===== config.mk =====
export PLATFORM = sky130hd
export DESIGN_NAME = cmd_fifo_arbiter_flat
export DESIGN_NICKNAME = d
export VERILOG_FILES = /design/src/rtl/cmd_fifo_pkg.sv /design/src/rtl/cmd_fifo_arbiter_if.sv /design/src/rtl/cmd_rr_pick.sv /design/src/rtl/cmd_fifo_arbiter.sv /design/src/flat_wrapper.sv
export SDC_FILE = /design/constraint.sdc
export NUM_CORES = 1
export LEC_CHECK = 0
export ABC_AREA = 1
export CAP_MARGIN = 25
export CORE_AREA = 2 2 355 357
export DETAILED_ROUTE_END_ITERATION = 7
export DIE_AREA = 0 0 357 359
export MAX_ROUTING_LAYER = met4
export PLACE_DENSITY_LB_ADDON = 0.3
export SLEW_MARGIN = 20
export SYNTH_ARGS = -nofsm -noshare
export SYNTH_HDL_FRONTEND = slang
export SYNTH_HIERARCHICAL = 1
export SYNTH_SLANG_ARGS = --single-unit

===== constraint.sdc =====
create_clock -name clk_25MHz -period 3.65 [get_ports clk_25MHz]
set_clock_uncertainty 0.2 [all_clocks]
set_input_delay 1.095 -clock clk_25MHz [delete_from_list [all_inputs] [get_ports clk_25MHz]]
set_output_delay 1.095 -clock clk_25MHz [all_outputs]
set_load 0.02 [all_outputs]

===== src/rtl/cmd_fifo_pkg.sv =====
// Shared widths, field offsets and FSM state encoding for the command CDC FIFO write side.
// Packed command layout (MSB first): {id, we, addr, wdata, wmask}.
package cmd_fifo_pkg;

  localparam int unsigned ADDR_W = 32;
  localparam int unsigned DATA_W = 128;
  localparam int unsigned MASK_W = 16;
  localparam int unsigned ID_W   = 2;
  localparam int unsigned CMD_W  = ID_W + 1 + ADDR_W + DATA_W + MASK_W;

  localparam int unsigned MASK_LSB = 0;
  localparam int unsigned DATA_LSB = MASK_LSB + MASK_W;
  localparam int unsigned ADDR_LSB = DATA_LSB + DATA_W;
  localparam int unsigned WE_BIT   = ADDR_LSB + ADDR_W;
  localparam int unsigned ID_LSB   = WE_BIT + 1;

  typedef enum logic [0:0] {
    IDLE  = 1'b0,
    GRANT = 1'b1
  } state_e;

  function automatic logic [CMD_W-1:0] pack_cmd(logic [ID_W-1:0] id, logic we,
                                                 logic [ADDR_W-1:0] addr,
                                                 logic [DATA_W-1:0] wdata,
                                                 logic [MASK_W-1:0] wmask);
    return {id, we, addr, wdata, wmask};
  endfunction

endpackage


===== src/rtl/cmd_fifo_arbiter_if.sv =====
// Requester-side valid/ready bundle plus FIFO write port of the command arbiter.
// master = requesters/FIFO side, slave = arbiter.
interface cmd_fifo_arbiter_if
  import cmd_fifo_pkg::*;
#(
  parameter int unsigned NREQ = 4
);

  logic [NREQ-1:0]        in_valid;
  logic [NREQ-1:0]        in_ready;
  logic [NREQ-1:0]        in_last;
  logic [NREQ-1:0]        in_we;
  logic [NREQ*ADDR_W-1:0] in_addr;
  logic [NREQ*DATA_W-1:0] in_wdata;
  logic [NREQ*MASK_W-1:0] in_wmask;
  logic                   fifo_full;
  logic                   fifo_wr_en;
  logic [CMD_W-1:0]       fifo_data;
  logic [ID_W-1:0]        owner;
  logic                   busy;

  modport master (
    output in_valid, in_last, in_we, in_addr, in_wdata, in_wmask, fifo_full,
    input  in_ready, fifo_wr_en, fifo_data, owner, busy
  );

  modport slave (
    input  in_valid, in_last, in_we, in_addr, in_wdata, in_wmask, fifo_full,
    output in_ready, fifo_wr_en, fifo_data, owner, busy
  );

endinterface


===== src/rtl/cmd_rr_pick.sv =====
// Combinational round-robin picker: returns the first requester strictly after i_last_ptr
// (modulo NREQ) whose request bit is set.
module cmd_rr_pick
  import cmd_fifo_pkg::*;
#(
  parameter int unsigned NREQ = 4
) (
  input  logic [NREQ-1:0] i_req,
  input  logic [ID_W-1:0] i_last_ptr,
  output logic            o_found,
  output logic [ID_W-1:0] o_idx
);

  int unsigned w_best;

  // Distance from last_ptr: last_ptr+1 is 0, last_ptr itself is NREQ-1.
  always_comb begin
    o_found = 1'b0;
    o_idx   = '0;
    w_best  = NREQ;
    for (int unsigned i = 0; i < NREQ; i++) begin
      if (i_req[i] && (((i + NREQ - 1 - 32'(i_last_ptr)) % NREQ) < w_best)) begin
        w_best  = (i + NREQ - 1 - 32'(i_last_ptr)) % NREQ;
        o_idx   = ID_W'(i);
        o_found = 1'b1;
      end
    end
  end

endmodule


===== src/rtl/cmd_fifo_arbiter.sv =====
// Write-side arbiter for the 179-bit command CDC FIFO: one owner per burst, round-robin.
// Define CMD_ARB_PRIO_EN to give requester 0 fixed priority over the rotating others.
module cmd_fifo_arbiter
  import cmd_fifo_pkg::*;
#(
  parameter int unsigned NREQ      = 4,
  parameter int unsigned BURST_MAX = 8
) (
  input logic               clk_25MHz,
  input logic               rstn,
  cmd_fifo_arbiter_if.slave io_cmd
);

  localparam logic [0:0]       S_IDLE   = 1'(IDLE);
  localparam logic [0:0]       S_GRANT  = 1'(GRANT);
  localparam int unsigned      CNT_W    = 4;
  localparam logic [CNT_W-1:0] CNT_LAST = CNT_W'(BURST_MAX - 1);

  logic [0:0]       r_state,    w_state_nxt;
  logic [ID_W-1:0]  r_owner,    w_owner_nxt;
  logic [ID_W-1:0]  r_last_ptr, w_ptr_nxt;
  logic [CNT_W-1:0] r_beat_cnt, w_cnt_nxt;

  logic [NREQ-1:0]  w_pick_req;
  logic             w_rr_found, w_sel_found;
  logic [ID_W-1:0]  w_rr_idx,   w_sel_idx;
  logic             w_upd_ptr;
  logic             w_grant, w_own_valid, w_own_last, w_accept, w_release;
  logic [CMD_W-1:0] w_cmd;

  cmd_rr_pick #(
    .NREQ (NREQ)
  ) u_pick (
    .i_req      (w_pick_req),
    .i_last_ptr (r_last_ptr),
    .o_found    (w_rr_found),
    .o_idx      (w_rr_idx)
  );

`ifdef CMD_ARB_PRIO_EN
  // Requester 0 bypasses the rotation and never moves last_ptr.
  assign w_pick_req  = io_cmd.in_valid & ~NREQ'(1);
  assign w_sel_found = io_cmd.in_valid[0] | w_rr_found;
  assign w_sel_idx   = io_cmd.in_valid[0] ? '0 : w_rr_idx;
  assign w_upd_ptr   = (r_owner != '0);
`else
  assign w_pick_req  = io_cmd.in_valid;
  assign w_sel_found = w_rr_found;
  assign w_sel_idx   = w_rr_idx;
  assign w_upd_ptr   = 1'b1;
`endif

  assign w_grant = (r_state == S_GRANT);

  // Only the registered owner's lane reaches the outputs.
  always_comb begin
    w_own_valid = 1'b0;
    w_own_last  = 1'b0;
    w_cmd       = '0;
    for (int unsigned i = 0; i < NREQ; i++) begin
      if (r_owner == ID_W'(i)) begin
        w_own_valid                  = io_cmd.in_valid[i];
        w_own_last                   = io_cmd.in_last[i];
        w_cmd[ID_LSB +: ID_W]        = r_owner;
        w_cmd[WE_BIT]                = io_cmd.in_we[i];
        w_cmd[ADDR_LSB +: ADDR_W]    = io_cmd.in_addr[ADDR_W*i +: ADDR_W];
        w_cmd[DATA_LSB +: DATA_W]    = io_cmd.in_wdata[DATA_W*i +: DATA_W];
        w_cmd[MASK_LSB +: MASK_W]    = io_cmd.in_wmask[MASK_W*i +: MASK_W];
      end
    end
  end

  always_comb begin
    io_cmd.in_ready = '0;
    for (int unsigned i = 0; i < NREQ; i++) begin
      io_cmd.in_ready[i] = w_grant & ~io_cmd.fifo_full & (r_owner == ID_W'(i));
    end
  end

  assign w_accept  = w_grant & w_own_valid & ~io_cmd.fifo_full;
  assign w_release = w_accept & (w_own_last | (r_beat_cnt == CNT_LAST));

  assign io_cmd.fifo_wr_en = w_accept;
  assign io_cmd.fifo_data  = w_accept ? w_cmd : '0;
  assign io_cmd.owner      = r_owner;
  assign io_cmd.busy       = w_grant;

  always_comb begin
    w_state_nxt = r_state;
    w_owner_nxt = r_owner;
    w_ptr_nxt   = r_last_ptr;
    w_cnt_nxt   = r_beat_cnt;
    case (r_state)
      S_IDLE: begin
        if (w_sel_found) begin
          w_owner_nxt = w_sel_idx;
          w_cnt_nxt   = '0;
          w_state_nxt = S_GRANT;
        end
      end
      S_GRANT: begin
        if (w_accept) begin
          w_cnt_nxt = r_beat_cnt + 1'b1;
          if (w_release) begin
            w_state_nxt = S_IDLE;
            if (w_upd_ptr) w_ptr_nxt = r_owner;
          end
        end
      end
      default: w_state_nxt = S_IDLE;
    endcase
  end

  always_ff @(posedge clk_25MHz or negedge rstn) begin
    if (!rstn) begin
      r_state    <= S_IDLE;
      r_owner    <= '0;
      r_last_ptr <= ID_W'(NREQ - 1);
      r_beat_cnt <= '0;
    end else begin
      r_state    <= w_state_nxt;
      r_owner    <= w_owner_nxt;
      r_last_ptr <= w_ptr_nxt;
      r_beat_cnt <= w_cnt_nxt;
    end
  end

endmodule

===== src/flat_wrapper.sv =====
// flat-port wrapper written by rule: the top's interface ports become plain ports
module cmd_fifo_arbiter_flat import cmd_fifo_pkg::*;
#(
  parameter int unsigned NREQ      = 4,
  parameter int unsigned BURST_MAX = 8
)
  (clk_25MHz, rstn, io_cmd_in_valid, io_cmd_in_last, io_cmd_in_we, io_cmd_in_addr, io_cmd_in_wdata, io_cmd_in_wmask, io_cmd_fifo_full, io_cmd_in_ready, io_cmd_fifo_wr_en, io_cmd_fifo_data, io_cmd_owner, io_cmd_busy);
  cmd_fifo_arbiter_if #(.NREQ(NREQ)) io_cmd_i ();
  input logic clk_25MHz;
  input logic rstn;
  input wire logic [$bits(io_cmd_i.in_valid)-1:0] io_cmd_in_valid;
  input wire logic [$bits(io_cmd_i.in_last)-1:0] io_cmd_in_last;
  input wire logic [$bits(io_cmd_i.in_we)-1:0] io_cmd_in_we;
  input wire logic [$bits(io_cmd_i.in_addr)-1:0] io_cmd_in_addr;
  input wire logic [$bits(io_cmd_i.in_wdata)-1:0] io_cmd_in_wdata;
  input wire logic [$bits(io_cmd_i.in_wmask)-1:0] io_cmd_in_wmask;
  input wire logic [$bits(io_cmd_i.fifo_full)-1:0] io_cmd_fifo_full;
  output wire logic [$bits(io_cmd_i.in_ready)-1:0] io_cmd_in_ready;
  output wire logic [$bits(io_cmd_i.fifo_wr_en)-1:0] io_cmd_fifo_wr_en;
  output wire logic [$bits(io_cmd_i.fifo_data)-1:0] io_cmd_fifo_data;
  output wire logic [$bits(io_cmd_i.owner)-1:0] io_cmd_owner;
  output wire logic [$bits(io_cmd_i.busy)-1:0] io_cmd_busy;
  assign io_cmd_i.in_valid = io_cmd_in_valid;
  assign io_cmd_i.in_last = io_cmd_in_last;
  assign io_cmd_i.in_we = io_cmd_in_we;
  assign io_cmd_i.in_addr = io_cmd_in_addr;
  assign io_cmd_i.in_wdata = io_cmd_in_wdata;
  assign io_cmd_i.in_wmask = io_cmd_in_wmask;
  assign io_cmd_i.fifo_full = io_cmd_fifo_full;
  assign io_cmd_in_ready = io_cmd_i.in_ready;
  assign io_cmd_fifo_wr_en = io_cmd_i.fifo_wr_en;
  assign io_cmd_fifo_data = io_cmd_i.fifo_data;
  assign io_cmd_owner = io_cmd_i.owner;
  assign io_cmd_busy = io_cmd_i.busy;
  cmd_fifo_arbiter #(.NREQ(NREQ), .BURST_MAX(BURST_MAX)) u_core (.clk_25MHz(clk_25MHz), .rstn(rstn), .io_cmd(io_cmd_i));
endmodule

==> images/clock_nets.png <==
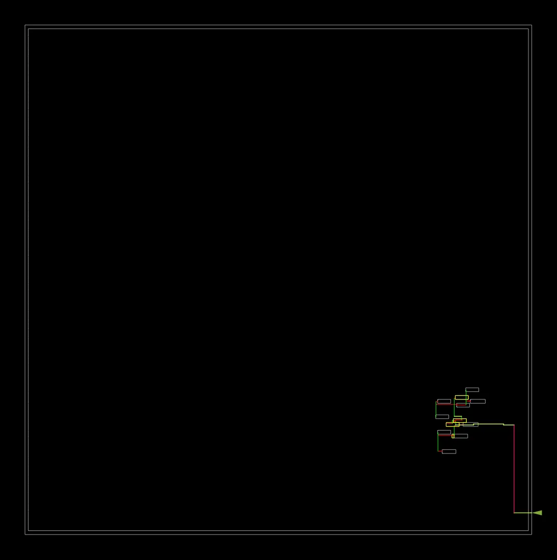
CTS buffer count: 3
clk latency late pin: 230 ps
Clock Power: 192 µW

==> images/clock_wires.png <==
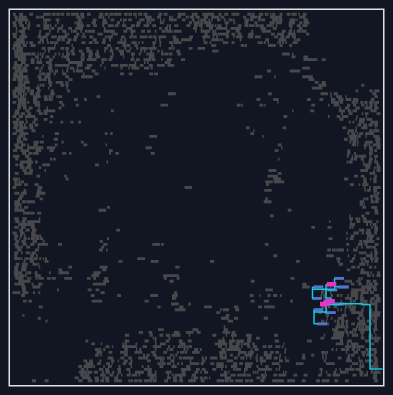
Key: blue = flip-flops [count 9]; cyan = clock wires [length 243 µm]; magenta = clock-net drivers [count 3]
Position of the flops: lower right. There are 4 routed clock nets.
clock power share: 0.012

==> images/class_map.png <==
Fill, decap, tap and diode cells in grey.
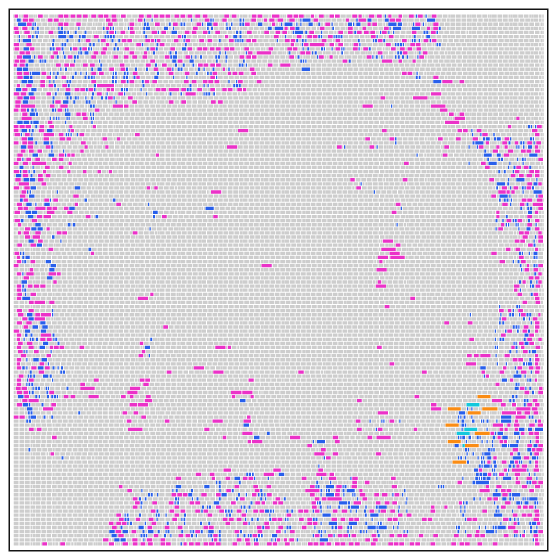
Key: orange = registers [cells 9, share of their area 1.2%]; magenta = remaining buffers and delay cells [cells 1118, share of their area 63%]; blue = remaining logic cells [cells 1170, share of their area 35%]; cyan = clock drivers and dummy loads [cells 4, share of their area 0.42%]
area of the core: 125000 µm²
Site Rows: 130
flop share of the area: 0.0112
final std cell area, no fill: 21100 µm²

==> deck_impl_summary.md <==
Flow Results at a Glance

Status
  • Run status: complete, but fails checks
  • Failing checks: setup timing

Yosys
  • Post-synth cell types: 27
  • Simple Share, Synth: 0.466
  • Mapped Cells: between 1000 and 1500
  • XOR/XNOR Area Share: 0.00291
  • Top cells by count, synth: nand2_1 (396), o21ai_0 (323), nor2_1 (187)
  • Leading area contributor after synthesis: o21ai_0
  • Yosys aoi share: 0.381
  • Post-synthesis async set-or-reset flop share: 1.00
  • Most common cell in the netlist: nand2_1
  • Synth area leaders: o21ai_0 (27%), nand2_1 (25%), nor2_1 (12%)

Drt
  • Vias: 13700
  • Via/cell ratio: 3.44

Layout
  • N_diodes: 27
  • Comb area share: 0.314
  • Leading cell kind: buffers
  • FILL cells: 14300
  • Flip-flops: 9
  • Non-clk buf share: 0.566
  • Reg area: 235 µm²
  • Non-clock buffers: 1118
  • Layout cells sized above 1: 0.277
  • # clk buffers: 4
  • Clock-cell share: 0.00374

Die
  • Die H: 359 µm
  • N_taps: approximately 1700
  • Die area: roughly 130000 µm²

CTS
  • Post-CTS Setup Bufs: 52
  • H-tree level count: 1
  • Deepest clock path buffer count: 2
  • Root Buffer: clkbuf_16
  • Clock Sinks: 9
  • Clock transition at the registers of the reported paths: ~40 ps

GRT
  • Largest net degree at the start of global routing: 47
  • Initial antenna violation count: ~49
  • Total gr overflow: 0
  • Overall global routing resource usage: 0.159

Power and ir drop
  • Sw frac: 0.578
  • Sequential power: about 260 µW
  • Sequential power share: 0.017
  • Cell area power density: 739 nW/µm²
  • LEAKAGE: 7.74 nW
  • Top power group: combinational logic
  • Int Pwr: between 6 and 7 mW
  • Psw: 9.00 mW

STA
  • Total negative slack: -22210 ps
  • Min Hold Slack: 308 ps
  • # setup viols final: 149
  • Post-route setup slack: -275 ps
  • Worst-margin pin slew: 860 ps
  • Max-slew violation count: 0

Placement
  • Gpl congestion: 0.917
  • Placed inst area: 17900 µm²
  • Port bufs: 905
  • Setup WS pre-CTS: -907 ps

Setup path
  • Crit-path max FO: 6
  • CP arrival: 2630 ps
layout by cell type (no fill, tap or decap), types with 45 or more instances in the layout:
master and instances:
o21ai_1 45, a21oi_4 48, o21ai_0 291, buf_4 150, buf_6 151, buf_12 54
nand3_1 97, clkdlybuf4s50_1 718, nand2_1 380, nor2_4 87, nor2_1 94
worst paths after layout:
| path | startpoint | to | slack [ps] | cells after the start |
|---|---|---|---|---|
| max in group asynchronous | rstn | u_core/io_cmd.owner[0]$_DFFE_PN0P_ | 1760 | 1 |
| setup reg to reg | u_core/r_last_ptr[1]$_DFFE_PN1P_ | u_core/io_cmd.owner[1]$_DFFE_PN0P_ | 330 | 23 |
| hold reg to reg | u_core/r_last_ptr[0]$_DFFE_PN1P_ | u_core/r_last_ptr[0]$_DFFE_PN1P_ | 310 | 2 |
| setup / recovery | io_cmd_in_valid[1] | io_cmd_fifo_data[165] | -280 | 15 |
| hold / removal | u_core/r_last_ptr[0]$_DFFE_PN1P_ | u_core/r_last_ptr[0]$_DFFE_PN1P_ | 310 | 2 |
| min in group asynchronous | rstn | u_core/r_beat_cnt[2]$_DFFE_PN0P_ | 1040 | 1 |
registers in the layout, indices dropped and copies added (netlist names):
name,flops
u_core/r_last_ptr,2
u_core/io_cmd.owner,2
u_core/io_cmd.busy,1
u_core/r_beat_cnt,4
critical path: stages:
cell and delay [ps]:
buf_4 100, inv_2 30, nand2_2 60, nand2_2 70, nor2_4 120, nand2_4 80
nand2_8 100, inv_16 50, buf_12 120, buf_16 120, buf_16 150, buf_12 150
buf_6 110, a21oi_4 100, buf_6 130
routing by layer:
metal / routed length (µm) / vias to the layer above / GRT usage
met5: 0 / - / -
met4: 1280 / 0 / 0.0153
met3: 7400 / 80 / 0.0364
met2: 51200 / 670 / 0.274
met1: 44300 / 6548 / 0.194
li1: - / 6384 / -
Power and IR drop assume default switching activity.
